$ cat config.mk
export PLATFORM = sky130hd
export DESIGN_NAME = sram_port_arbiter
export DESIGN_NICKNAME = d
export VERILOG_FILES = /design/src/rtl/sram_port_arbiter.sv
export SDC_FILE = /design/constraint.sdc
export NUM_CORES = 1
export LEC_CHECK = 0
export CELL_PAD_IN_SITES_DETAIL_PLACEMENT = 0
export CELL_PAD_IN_SITES_GLOBAL_PLACEMENT = 1
export CORE_MARGIN = 2
export CORE_UTILIZATION = 33
export CTS_CLUSTER_SIZE = 25
export DETAILED_ROUTE_END_ITERATION = 12
export HOLD_SLACK_MARGIN = 0.06
export PLACE_DENSITY = 0.87
export SLEW_MARGIN = 25
export SYNTH_ARGS = -nofsm -noshare
export SYNTH_HDL_FRONTEND = slang
export SYNTH_SLANG_ARGS = --single-unit
$ cat constraint.sdc
create_clock -name sram_clk -period 2.3 [get_ports sram_clk]
set_clock_uncertainty 0.05 [all_clocks]
set_input_delay 0.46 -clock sram_clk [delete_from_list [all_inputs] [get_ports sram_clk]]
set_output_delay 0.46 -clock sram_clk [all_outputs]
set_load 0.05 [all_outputs]
$ cat src/rtl/sram_port_arbiter.sv
`default_nettype none
`timescale 1ns / 1ps
// ============================================================================
// Module      : sram_port_arbiter
// Description : Two-port round-robin arbiter and sequencer in front of a
//               single byte_sram. Each port presents a read or write command
//               and holds it until its grant pulse. The SRAM is driven with
//               registered enables, index and write data. Read data is
//               returned to the port that issued the read.
//
// Ports
//   sram_clk, sram_ares_n         clock, asynchronous active-low reset
//   a_req/a_we/a_idx/a_wdata      port A command (held until a_gnt)
//   a_gnt                         one-cycle pulse: A command accepted
//   a_rvalid/a_rdata              one-cycle pulse / held read data for A
//   b_*                           same as A, for port B
//   wr_enable/rd_enable           SRAM strobes (never both high)
//   ram_index/sram_data_in        SRAM address / write data
//   sram_data_out                 SRAM read data (0 when enables are equal)
//   busy                          high whenever a command is in flight
//
// Revision    : 1.0 - initial release
// ============================================================================
module sram_port_arbiter #(
    parameter int IDX_W  = 7,
    parameter int DATA_W = 8
) (
    input  logic              sram_clk,
    input  logic              sram_ares_n,

    input  logic              a_req,
    input  logic              a_we,
    input  logic [IDX_W-1:0]  a_idx,
    input  logic [DATA_W-1:0] a_wdata,
    output logic              a_gnt,
    output logic              a_rvalid,
    output logic [DATA_W-1:0] a_rdata,

    input  logic              b_req,
    input  logic              b_we,
    input  logic [IDX_W-1:0]  b_idx,
    input  logic [DATA_W-1:0] b_wdata,
    output logic              b_gnt,
    output logic              b_rvalid,
    output logic [DATA_W-1:0] b_rdata,

    output logic              wr_enable,
    output logic              rd_enable,
    output logic [IDX_W-1:0]  ram_index,
    output logic [DATA_W-1:0] sram_data_in,
    input  logic [DATA_W-1:0] sram_data_out,
    output logic              busy
);

    localparam logic [1:0] c_ST_IDLE    = 2'd0;
    localparam logic [1:0] c_ST_WRITE   = 2'd1;
    localparam logic [1:0] c_ST_READ    = 2'd2;
    localparam logic [1:0] c_ST_CAPTURE = 2'd3;

    logic [1:0]        r_state;
    logic              r_last_b;      // 1 = port B received the most recent grant
    logic              r_owner_b;     // port that owns the in-flight read
    logic              r_a_gnt;
    logic              r_b_gnt;
    logic              r_a_rvalid;
    logic              r_b_rvalid;
    logic [DATA_W-1:0] r_a_rdata;
    logic [DATA_W-1:0] r_b_rdata;
    logic              r_wr_enable;
    logic              r_rd_enable;
    logic [IDX_W-1:0]  r_ram_index;
    logic [DATA_W-1:0] r_sram_data_in;
    logic              r_busy;

    logic              w_any_req;
    logic              w_sel_b;
    logic              w_sel_we;
    logic [IDX_W-1:0]  w_sel_idx;
    logic [DATA_W-1:0] w_sel_wdata;

    // On contention the port that did not win last time goes next; a lone
    // requester always wins.
    assign w_any_req   = a_req | b_req;
    assign w_sel_b     = b_req & (~a_req | ~r_last_b);
    assign w_sel_we    = w_sel_b ? b_we    : a_we;
    assign w_sel_idx   = w_sel_b ? b_idx   : a_idx;
    assign w_sel_wdata = w_sel_b ? b_wdata : a_wdata;

    always_ff @(posedge sram_clk or negedge sram_ares_n) begin
        if (!sram_ares_n) begin
            r_state        <= c_ST_IDLE;
            r_last_b       <= 1'b1;       // A gets first priority out of reset
            r_owner_b      <= 1'b0;
            r_a_gnt        <= 1'b0;
            r_b_gnt        <= 1'b0;
            r_a_rvalid     <= 1'b0;
            r_b_rvalid     <= 1'b0;
            r_a_rdata      <= '0;
            r_b_rdata      <= '0;
            r_wr_enable    <= 1'b0;
            r_rd_enable    <= 1'b0;
            r_ram_index    <= '0;
            r_sram_data_in <= '0;
            r_busy         <= 1'b0;
        end else begin
            // Grant and read-valid are single-cycle pulses.
            r_a_gnt    <= 1'b0;
            r_b_gnt    <= 1'b0;
            r_a_rvalid <= 1'b0;
            r_b_rvalid <= 1'b0;

            case (r_state)
                c_ST_IDLE: begin
                    if (w_any_req) begin
                        r_owner_b      <= w_sel_b;
                        r_last_b       <= w_sel_b;
                        r_ram_index    <= w_sel_idx;
                        r_sram_data_in <= w_sel_wdata;
                        r_wr_enable    <= w_sel_we;
                        r_rd_enable    <= ~w_sel_we;
                        r_a_gnt        <= ~w_sel_b;
                        r_b_gnt        <= w_sel_b;
                        r_busy         <= 1'b1;
                        r_state        <= w_sel_we ? c_ST_WRITE : c_ST_READ;
                    end
                end

                c_ST_WRITE: begin
                    // SRAM samples the write on this edge.
                    r_wr_enable <= 1'b0;
                    r_busy      <= 1'b0;
                    r_state     <= c_ST_IDLE;
                end

                c_ST_READ: begin
                    // SRAM registers read data on this edge; rd_enable must
                    // stay high so the data is not forced to 0 before capture.
                    r_state <= c_ST_CAPTURE;
                end

                c_ST_CAPTURE: begin
                    if (r_owner_b) begin
                        r_b_rdata  <= sram_data_out;
                        r_b_rvalid <= 1'b1;
                    end else begin
                        r_a_rdata  <= sram_data_out;
                        r_a_rvalid <= 1'b1;
                    end
                    r_rd_enable <= 1'b0;
                    r_busy      <= 1'b0;
                    r_state     <= c_ST_IDLE;
                end

                default: begin
                    r_wr_enable <= 1'b0;
                    r_rd_enable <= 1'b0;
                    r_busy      <= 1'b0;
                    r_state     <= c_ST_IDLE;
                end
            endcase
        end
    end

    assign a_gnt        = r_a_gnt;
    assign b_gnt        = r_b_gnt;
    assign a_rvalid     = r_a_rvalid;
    assign b_rvalid     = r_b_rvalid;
    assign a_rdata      = r_a_rdata;
    assign b_rdata      = r_b_rdata;
    assign wr_enable    = r_wr_enable;
    assign rd_enable    = r_rd_enable;
    assign ram_index    = r_ram_index;
    assign sram_data_in = r_sram_data_in;
    assign busy         = r_busy;

endmodule
`default_nettype wire

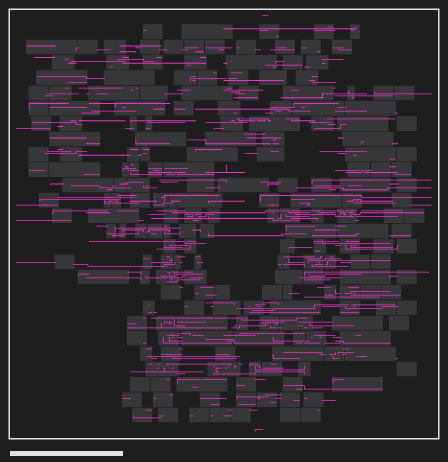
**Above:** run 1 (M1 wires).
The bar under the picture is 20 um long.
main direction: horizontal
wire length on this layer: 1810 um
nets with wire on the layer: 213

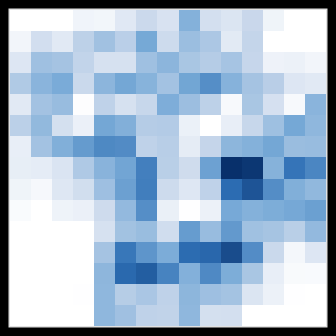
**Above:** run 1 (wiring heat map).
The die is cut into 15 by 15 equal tiles; white is low, dark blue is high, scaled to the fullest tile. Values are wire area over tile area, all layers added.
mean over tiles: 0.12
tiles over half the peak: 17%
densest ninth of the die: middle right

==> metrics.log, run 1 <==
[flow] summary of implementation run
[metrics] number of placed instances with taps included: roughly 270
[metrics] AND-OR/OR-AND share of the synthesized area: 12.8%
[metrics] count of yosys warnings during synthesis: 0
[metrics] total buffers and inverters traversed by the critical path: 1
[metrics] final hold violations: 0
[metrics] library cells used by synthesis: 26
[metrics] width of the die: around 76 um
[metrics] combinational group power: roughly 2.6 mW
[metrics] fill cell total of the finished layout: approximately 480
[metrics] cell type taking the most area: flip-flops and latches
[metrics] logic share of the area: between 20 and 25%
[metrics] data required time at the worst endpoint: ~1.8 ns
[metrics] area added between synthesis and finish: 57.0%
[metrics] CP max FO: 2
[metrics] Top Layout Cells: clkdlybuf4s50_1, dfrtp_1, mux2_2
[metrics] Yosys Chip Area: approximately 1700 um^2
[metrics] worst setup slack before clock tree synthesis: approximately 0.26 ns
[metrics] area inside the core boundary: 5040 um^2
[metrics] number of nets in the finished design: 255
[metrics] TritonCTS Buffers: 5
[metrics] buffer share of cell area: between 30 and 40%
[metrics] sequential cell area share: 39.3%
[metrics] post-synthesis cell area: approximately 1700 um^2
[metrics] adder and majority gate portion of the synthesized area: 0%
[metrics] Gate Count Post-Synth: 127
[metrics] combined flip-flop and latch cell area: ~1100 um^2
[metrics] number of ordinary inverters in the final layout: 6
[metrics] area fraction of clock buffers and clock inverters: between 3 and 4%
[metrics] Syn Nets: 171
[metrics] vias post-DR: between 1k and 1.5k
[metrics] Yosys top cell by area: dfrtp_1
[metrics] kind of critical path: reg2out
[metrics] per-cell via count in the routed design: roughly 4.9
[metrics] status: finished clean
[metrics] flop and latch count out of synthesis: approximately 42
[metrics] clock network fraction of total power: 11.3%
[metrics] number of DRC markers after the initial detailed-route iteration: 39
[metrics] DIE AREA: about 5800 um^2
[metrics] most used logic cell in the final layout: clkdlybuf4s50_1
[metrics] Die Ht: ~76 um
[metrics] setup TNS after final layout: 0 ns
[metrics] CTS tree: yes
[metrics] stage delay of the slowest cell on the critical path: just over 0.8 ns
[metrics] HPWL after detailed placement: 3010 um
[metrics] DRT Wirelength: between 4000 and 5000 um
[metrics] Max Root-Sink Buffers: 2
[metrics] number of buffers inserted to repair setup after CTS: 0
[metrics] DRC violations left: 0
[metrics] Buffers, non-clock: ~85
[metrics] total routing usage reported by global routing: between 10% and 20%
[metrics] area of the multi-input gates: about 600 um^2
[metrics] total power per unit cell area: 1630 nW/um^2
[metrics] wire length of the first global-routing pass: approximately 6900 um
[metrics] pin count of the biggest net entering global routing: 30
[metrics] main area contributors: dfrtp_1, mux2_2, a221o_1
[metrics] number of antenna violations at the first check in global routing: 0
[metrics] design area: 2680 um^2
[metrics] final cell utilization of the core: roughly 53%
[metrics] element type at the critical path end: output pin
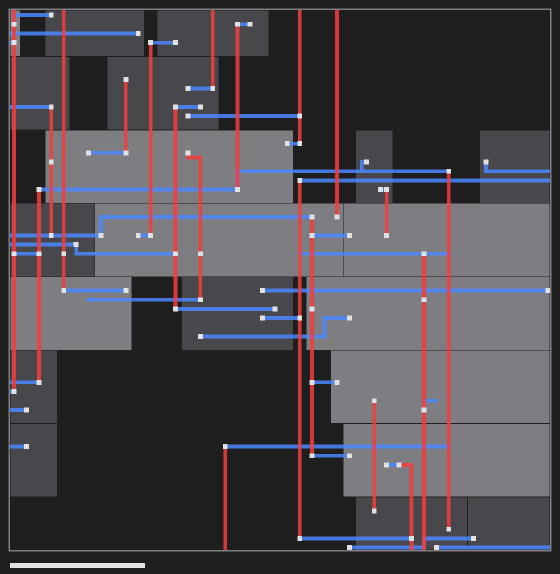
**Above:** run 1 (layout detail).
The bar under the picture is 5 um long. Window x 47 to 67, y 47 to 67 um. Cells in gray, sequential cells in the stronger gray; small squares are vias.
| layer | color |
|---|---|
| met2 | red |
| met1 | blue |
sequential cells in the window: 6
most frequent: dfrtp_1 (6), mux2_2 (5), clkdlybuf4s50_1 (3)
cells with their middle in the window: 15
netlist names of flops here include: `a_rdata` (2), `b_rdata` (2)

[run 1: registers in the layout (all words and copies together), names as in the netlist, 2 cells and up]
signal / cells
r_state: 2
b_rdata: 8
sram_data_in: 8
ram_index: 7
a_rdata: 8
[run 1: per-layer routing]
metal | vias to the layer above | global-route usage (%) | share of wire (%)
li1 | 636 | - | -
met1 | 665 | 19.8 | 44
met2 | 58 | 23.7 | 47
met3 | 9 | 4.17 | 6.8
met4 | 0 | 4.36 | 1.7
met5 | - | 0 | 0
[run 1: worst paths after layout]
path | from | to | slack (ns) | depth (start not counted)
max in group asynchronous | sram_ares_n | ram_index[0]$_DFFE_PN0P_ | 1.43 | 2
min reg2reg | a_rdata[2]$_DFFE_PN0P_ | a_rdata[2]$_DFFE_PN0P_ | 0.46 | 1
min in group sram_clk | a_rdata[2]$_DFFE_PN0P_ | a_rdata[2]$_DFFE_PN0P_ | 0.46 | 1
max | sram_data_in[1]$_DFFE_PN0P_ | sram_data_in[1] | 0.31 | 1
min | sram_ares_n | b_rdata[4]$_DFFE_PN0P_ | 0.13 | 1
max reg2reg | r_last_b$_DFFE_PN1P_ | ram_index[2]$_DFFE_PN0P_ | 0.70 | 3
[run 1: cells in the mapped netlist, types with 2 or more instances]
| cell type | instances |
|---|---|
| nand2_1 | 3 |
| a21o_1 | 2 |
| o21ai_0 | 2 |
| a21oi_1 | 3 |
| inv_1 | 5 |
| a221o_1 | 15 |
| nand3_1 | 2 |
| mux2_2 | 17 |
| clkbuf_1 | 2 |
| and2_1 | 3 |
| buf_2 | 3 |
| dfrtp_1 | 41 |
| and3_1 | 16 |
==> run 2, diff against run 1 <==
Settings changed: CORE_UTILIZATION 33 to 34, CTS_BUF_LIST from default to sky130_fd_sc_hd__clkbuf_4, PLACE_DENSITY 0.87 to 0.89.
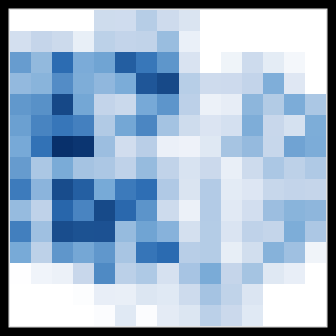
**Above:** run 2 (wiring heat map).
The die is cut into 15 by 15 equal tiles; white is low, dark blue is high, scaled to the fullest tile. Values are wire area over tile area, all layers added.
nearly empty tiles: 16%
densest ninth of the die: middle left
mean over tiles: 0.11
fullest tile: 0.36
emptiest ninth of the die: upper right

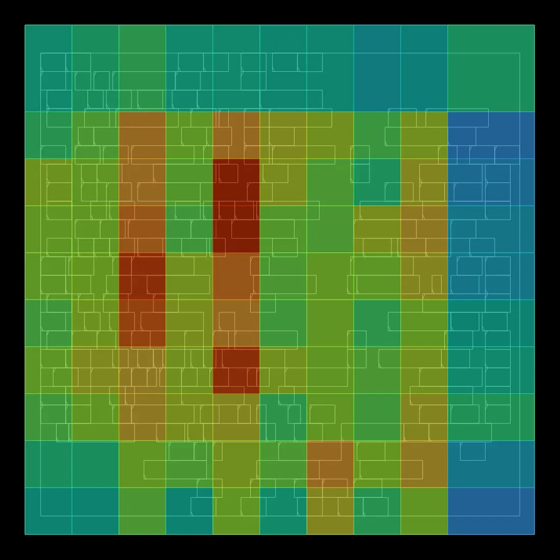
**Above:** run 2 (routing congestion).
met3 demand-to-capacity share in global routing: 5.49%
average wire per standard cell: 13.8 um

==> metrics.log, run 2 <==
[flow] summary of implementation run
[metrics] status: finished clean (unchanged)
[metrics] later-pin clock latency in the skew report: 0.34 ns (was 0.29 ns)
[metrics] xor-xnor portion of the synthesized cell area: 0% (unchanged)
[metrics] fraction of synthesized area in multiplexers: 11.8% (unchanged)
[metrics] total count of max-transition violations in the final report: 0 (unchanged)
[metrics] number of DRC markers after the initial detailed-route iteration: 25 (was 39)
[metrics] stage delay of the slowest cell on the critical path: 0.81 ns (about the same)
[metrics] max capacitance violation total: 0 (unchanged)
[metrics] portion of synthesized cell area occupied by the leading cell type: 60.1% (unchanged)
[metrics] number of antenna violations at the first check in global routing: 0 (unchanged)
[metrics] combined flip-flop and latch cell area: 1050 um^2 (unchanged)
[metrics] per-cell via count in the routed design: 4.69 (was 4.85)
[metrics] Die Ht: 74.9 um (was 75.9 um)
[metrics] count of yosys warnings during synthesis: 0 (unchanged)
[metrics] TritonCTS Buffers: 5 (unchanged)
[metrics] number of I/O pins: 82 (unchanged)
[metrics] kind of critical path: reg2out (unchanged)
[metrics] 1st-pass router iterations: 4 (unchanged)
[metrics] Top Layout Cells: clkdlybuf4s50_1, dfrtp_1, mux2_2 (unchanged)
[metrics] commonest cells in the synthesized netlist: dfrtp_1, mux2_2, and3_1 (unchanged)
[metrics] Yosys top cell by area: dfrtp_1 (unchanged)
[metrics] total power per unit cell area: 1590 nW/um^2 (was 1630 nW/um^2)
[metrics] number of global-route vias before repair: 1287 (was 1390)
[metrics] data required time at the worst endpoint: 1.79 ns (about the same)
[metrics] setup TNS after final layout: 0 ns (unchanged)
[metrics] family with the most delay on the worst path: buffers and inverters (unchanged)
[metrics] number of nets in the finished design: 257 (was 255)
[metrics] HPWL after detailed placement: 2990 um (was 3010 um)
[metrics] area of the multi-input gates: 586 um^2 (unchanged)
[metrics] Yosys Chip Area: 1710 um^2 (unchanged)
[metrics] main area contributors: dfrtp_1, mux2_2, a221o_1 (unchanged)
[metrics] Max Root-Sink Buffers: 2 (unchanged)
[metrics] vias post-DR: 1319 (was 1368)
[metrics] final cell utilization of the core: 55.4% (was 53.1%)
[metrics] worst setup slack before clock tree synthesis: 0.248 ns (was 0.264 ns)
[metrics] Gate Count Post-Synth: 127 (unchanged)
[metrics] antenna-violating nets left: 0 (unchanged)
[metrics] flop and latch count out of synthesis: 42 (unchanged)
[metrics] library cells used by synthesis: 26 (unchanged)
[metrics] tightest slew margin relative to the limit: 61.1% (was 58.1%)
[metrics] data arrival at the endpoint of the critical path: 1.54 ns (was 1.48 ns)
[metrics] wire length of the first global-routing pass: 6180 um (was 6890 um)
[metrics] number of placed instances with taps included: 273 (was 274)
[metrics] total routing usage reported by global routing: 14.8% (about the same)
[metrics] antenna diode instance count: 0 (unchanged)
[metrics] element type at the critical path end: output pin (unchanged)
[metrics] fill cell total of the finished layout: 433 (was 481)
[metrics] pin count of the biggest net entering global routing: 28 (was 30)
[metrics] Syn Nets: 171 (unchanged)
[metrics] area inside the core boundary: 4790 um^2 (was 5040 um^2)
[metrics] DRC violations left: 0 (unchanged)
[metrics] Tightest Pin Transition: 0.584 ns (was 0.628 ns)
[metrics] design area: 2650 um^2 (was 2680 um^2)
[metrics] minimum clock period: 2.05 ns (was 1.99 ns)
[metrics] DIE AREA: 5600 um^2 (was 5760 um^2)
[metrics] most instantiated library cell after synthesis: dfrtp_1 (unchanged)
[metrics] DRT Wirelength: 3880 um (was 4110 um)
[metrics] adder and majority gate portion of the synthesized area: 0% (unchanged)
[metrics] width of the die: 74.9 um (was 75.9 um)
[metrics] area added between synthesis and finish: 55.4% (was 57.0%)
[metrics] most used logic cell in the final layout: clkdlybuf4s50_1 (unchanged)
[metrics] post-synthesis cell area: 1710 um^2 (unchanged)
[metrics] combinational group power: 2.55 mW (about the same)
[metrics] clock network fraction of total power: 8.5% (was 11.3%)
[metrics] AND-OR/OR-AND share of the synthesized area: 12.8% (unchanged)
[metrics] total congestion overflow: 0 (unchanged)
[metrics] final hold violations: 0 (unchanged)
[metrics] total buffers and inverters traversed by the critical path: 1 (unchanged)
[metrics] CTS tree: yes (unchanged)
[metrics] final worst hold slack: 0.0542 ns (was 0.132 ns)
[metrics] number of buffers inserted to repair setup after CTS: 0 (unchanged)
[metrics] CP max FO: 2 (unchanged)
run 2: netlist changes by cell type in the layout (fill, tap and decap cells not counted):
| cell | change |
|---|---|
| clkbuf_4 | +7 |
| clkinv_2 | -1 |
| clkbuf_8 | -6 |
| clkinv_1 | +1 |
| clkinvlp_4 | -1 |
| buf_4 | +2 |
run 2: worst reg2reg max path, delay by kind of cell (launching register included):
| kind | cells | cell delay (ns) |
|---|---|---|
| DFF | 1 | 0.48 |
| and+or+nand+nor | 2 | 0.87 |
| AOI/OAI and AO/OA | 1 | 0.26 |
run 2: per-layer routing:
layer / routed length, um / vias up / GRT usage [%]
li1: - / 636 / -
met3: 354 / 4 / 5.49
met1: 1800 / 613 / 20.0
met5: 0 / - / 0
met4: 23 / 0 / 4.17
met2: 1710 / 66 / 22.3
run 2: final timing paths:
check / start / to / slack, ns / depth (start not counted)
max: sram_data_in[6]$_DFFE_PN0P_ / sram_data_in[6] / 0.25 / 1
min: sram_ares_n / wr_enable$_DFFE_PN0P_ / 0.05 / 1
max reg2reg: r_state[0]$_DFFE_PN0P_ / sram_data_in[6]$_DFFE_PN0P_ / 0.58 / 3
min reg2reg: b_rdata[4]$_DFFE_PN0P_ / b_rdata[4]$_DFFE_PN0P_ / 0.47 / 1
max in group asynchronous: sram_ares_n / ram_index[1]$_DFFE_PN0P_ / 1.60 / 2
min in group sram_clk: b_rdata[4]$_DFFE_PN0P_ / b_rdata[4]$_DFFE_PN0P_ / 0.47 / 1
run 2: final cells by class:
class                   instances  share of cell area, %
flip-flops and latches         42                   39.7
repair buffers                 87                   32.1
multi-input cells              71                   22.1
well taps                      67                   3.16
clock buffers                   7                   1.98
inverters                       6                  0.849
clock inverters                 1                  0.142
==> run 3, diff against run 2 <==
Settings changed: CORE_ASPECT_RATIO from default to 2, CORE_MARGIN 2 to 8.
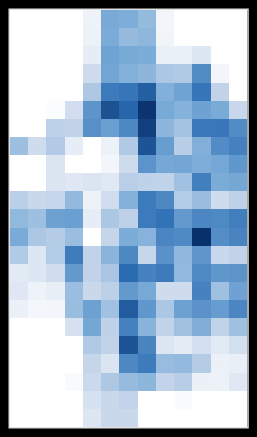
**Above:** run 3 (wiring heat map).
The die is cut into 13 by 23 equal tiles; white is low, dark blue is high, scaled to the fullest tile. Values are wire area over tile area, all layers added.
mean over tiles: 0.10
fullest tile: 0.34
tiles over half the peak: 25%

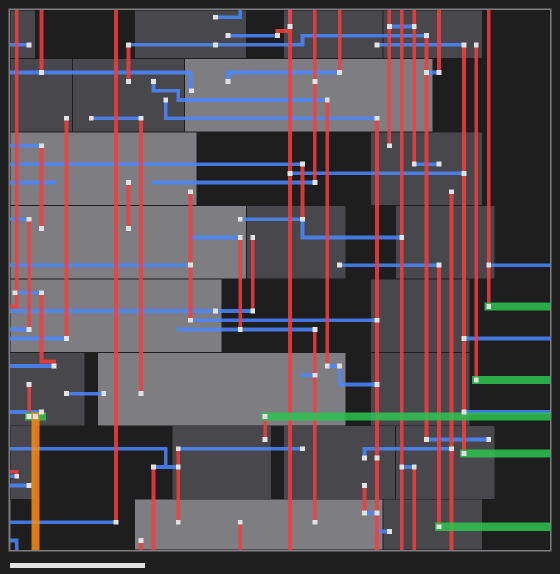
**Above:** run 3 (layout detail).
The bar under the picture is 5 um long. Window x 40 to 60, y 77 to 97 um. Cells in gray, sequential cells in the stronger gray; small squares are vias.
| layer | color |
|---|---|
| met4 | orange |
| met2 | red |
| met1 | blue |
| met3 | green |
cells with their middle in the window: 21
sequential cells in the window: 6
most frequent: clkdlybuf4s50_1 (10), dfrtp_1 (6), mux2_2 (4)
netlist names of flops here include: `b_rdata` (2), `ram_index` (2)

==> metrics.log, run 3 <==
[flow] summary of implementation run
[metrics] DRT Wirelength: 4730 um (was 3880 um)
[metrics] number of cells on the worst reg-to-reg path: 3 (unchanged)
[metrics] main area contributors: dfrtp_1, mux2_2, a221o_1 (unchanged)
[metrics] area added between synthesis and finish: 56.7% (was 55.4%)
[metrics] setup TNS after final layout: 0 ns (unchanged)
[metrics] antenna-violating nets left: 0 (unchanged)
[metrics] width of the die: 66.1 um (was 74.9 um)
[metrics] reg-to-reg setup timing slack: 0.67 ns (was 0.58 ns)
[metrics] number of global-route vias before repair: 1525 (was 1287)
[metrics] reg-to-reg endpoint: ram_index[3]$_DFFE_PN0P_ (was sram_data_in[6]$_DFFE_PN0P_)
[metrics] portion of synthesized cell area occupied by the leading cell type: 60.1% (unchanged)
[metrics] 1st-pass router iterations: 6 (was 4)
[metrics] area of the multi-input gates: 586 um^2 (unchanged)
[metrics] CP max FO: 2 (unchanged)
[metrics] count of yosys warnings during synthesis: 0 (unchanged)
[metrics] final worst hold slack: 0.466 ns (was 0.0542 ns)
[metrics] launching instance or port of the critical path: sram_data_in[6]$_DFFE_PN0P_ (unchanged)
[metrics] number of nets in the finished design: 258 (was 257)
[metrics] Yosys Chip Area: 1710 um^2 (unchanged)
[metrics] DRC violations left: 0 (unchanged)
[metrics] combined flip-flop and latch cell area: 1050 um^2 (unchanged)
[metrics] total met3 wirelength after detailed routing: 406 um (was 354 um)
[metrics] wire length of the first global-routing pass: 7350 um (was 6180 um)
[metrics] status: finished clean (unchanged)
[metrics] minimum clock period: 2.06 ns (was 2.05 ns)
[metrics] fill cell total of the finished layout: 416 (was 433)
[metrics] post-synthesis cell area: 1710 um^2 (unchanged)
[metrics] total buffers and inverters traversed by the critical path: 1 (unchanged)
[metrics] Tightest Pin Transition: 0.584 ns (about the same)
[metrics] total congestion overflow: 0 (unchanged)
[metrics] top layer reached by signal wires: met4 (unchanged)
[metrics] data arrival at the endpoint of the critical path: 1.55 ns (was 1.54 ns)
[metrics] later-pin clock latency in the skew report: 0.34 ns (about the same)
[metrics] final hold violations: 0 (unchanged)
[metrics] vias post-DR: 1384 (was 1319)
[metrics] commonest cells in the synthesized netlist: dfrtp_1, mux2_2, and3_1 (unchanged)
[metrics] flop and latch count out of synthesis: 42 (unchanged)
[metrics] family with the most delay on the worst path: buffers and inverters (unchanged)
[metrics] WL met1: 1700 um (was 1800 um)
[metrics] Syn Nets: 171 (unchanged)
[metrics] per-cell via count in the routed design: 5.09 (was 4.69)
[metrics] max capacitance violation total: 0 (unchanged)
[metrics] Met2 Routed Length: 2580 um (was 1710 um)
[metrics] Die Ht: 116 um (was 74.9 um)
[metrics] end point of the critical path: sram_data_in[6] (unchanged)
[metrics] most instantiated library cell after synthesis: dfrtp_1 (unchanged)
[metrics] antenna diode instance count: 0 (unchanged)
[metrics] DIE AREA: 7680 um^2 (was 5600 um^2)
[metrics] number of I/O pins: 82 (unchanged)
[metrics] stage delay of the slowest cell on the critical path: 0.82 ns (was 0.81 ns)
[metrics] Gate Count Post-Synth: 127 (unchanged)
[metrics] library cells used by synthesis: 26 (unchanged)
[metrics] kind of critical path: reg2out (unchanged)
[metrics] total routing usage reported by global routing: 12.2% (was 14.8%)
[metrics] Yosys top cell by area: dfrtp_1 (unchanged)
[metrics] HPWL after detailed placement: 3900 um (was 2990 um)
[metrics] number of antenna violations at the first check in global routing: 0 (unchanged)
[metrics] data required time at the worst endpoint: 1.79 ns (about the same)
## run 3: kinds of logic after synthesis
kind of cell           count (synthesis)  share of synthesized area [%]
flip-flops                            42                           61.7
AND/OR/NAND/NOR                       28                           9.68
AND-OR/OR-AND                         25                           12.8
multiplexers                          18                           11.8
buffers and inverters                 14                           4.03
## run 3: timing repair
item                                   4_1_cts  5_1_grt
buffers inserted                             0        0
hold buffers                                 1        0
endpoints found under the hold margin       10        0
setup endpoints to repair                    0        0
## run 3: metrics by stage
| stage | util [%] | setup WS, ns | cell area [um^2] | total power, mW | instances |
|---|---|---|---|---|---|
| after floorplan | - | 0.799 | 1710 | 3.02 | 127 |
| after global placement | 53.1 | 0.305 | 2580 | 3.90 | 263 |
| after detailed placement | 53.1 | 0.256 | 2580 | 3.96 | 263 |
| after CTS | 55.0 | 0.223 | 2680 | 4.42 | 272 |
| after global routing | 55.0 | 0.177 | 2680 | 4.59 | 272 |
| final | 55.0 | 0.238 | 2680 | 4.37 | 272 |
## run 3: worst register-to-register path, cell delays in order, from the launching register on
cell and delay (ns):
dfstp_2 0.59, nand2b_1 0.13, and3_1 0.54, a221o_1 0.26
## run 3: layout make-up
cell class	count	share of cell area (%)
sequential	42	39.3
clock inverter	2	1.40
clock buffer	6	1.68
timing repair buffer	88	32.2
tap	57	2.67
multi-input combinational	71	21.9
inverter	6	0.842
## run 3: layer usage
metal | track usage (%) | up-vias
met5 | 0 | -
met4 | 3.87 | 0
met3 | 2.98 | 7
met2 | 23.3 | 63
met1 | 12.3 | 669
li1 | - | 645
## run 3: power breakdown
part / leakage (nW) / total (mW) / switching (mW) / internal (mW)
logic: 0.658 / 2.59 / 1.60 / 0.984
registers: 0.511 / 1.32 / 0.218 / 1.10
clock network: 0.0419 / 0.468 / 0.226 / 0.241
Power figures rest on the tool's default switching activity, not on a simulated workload.
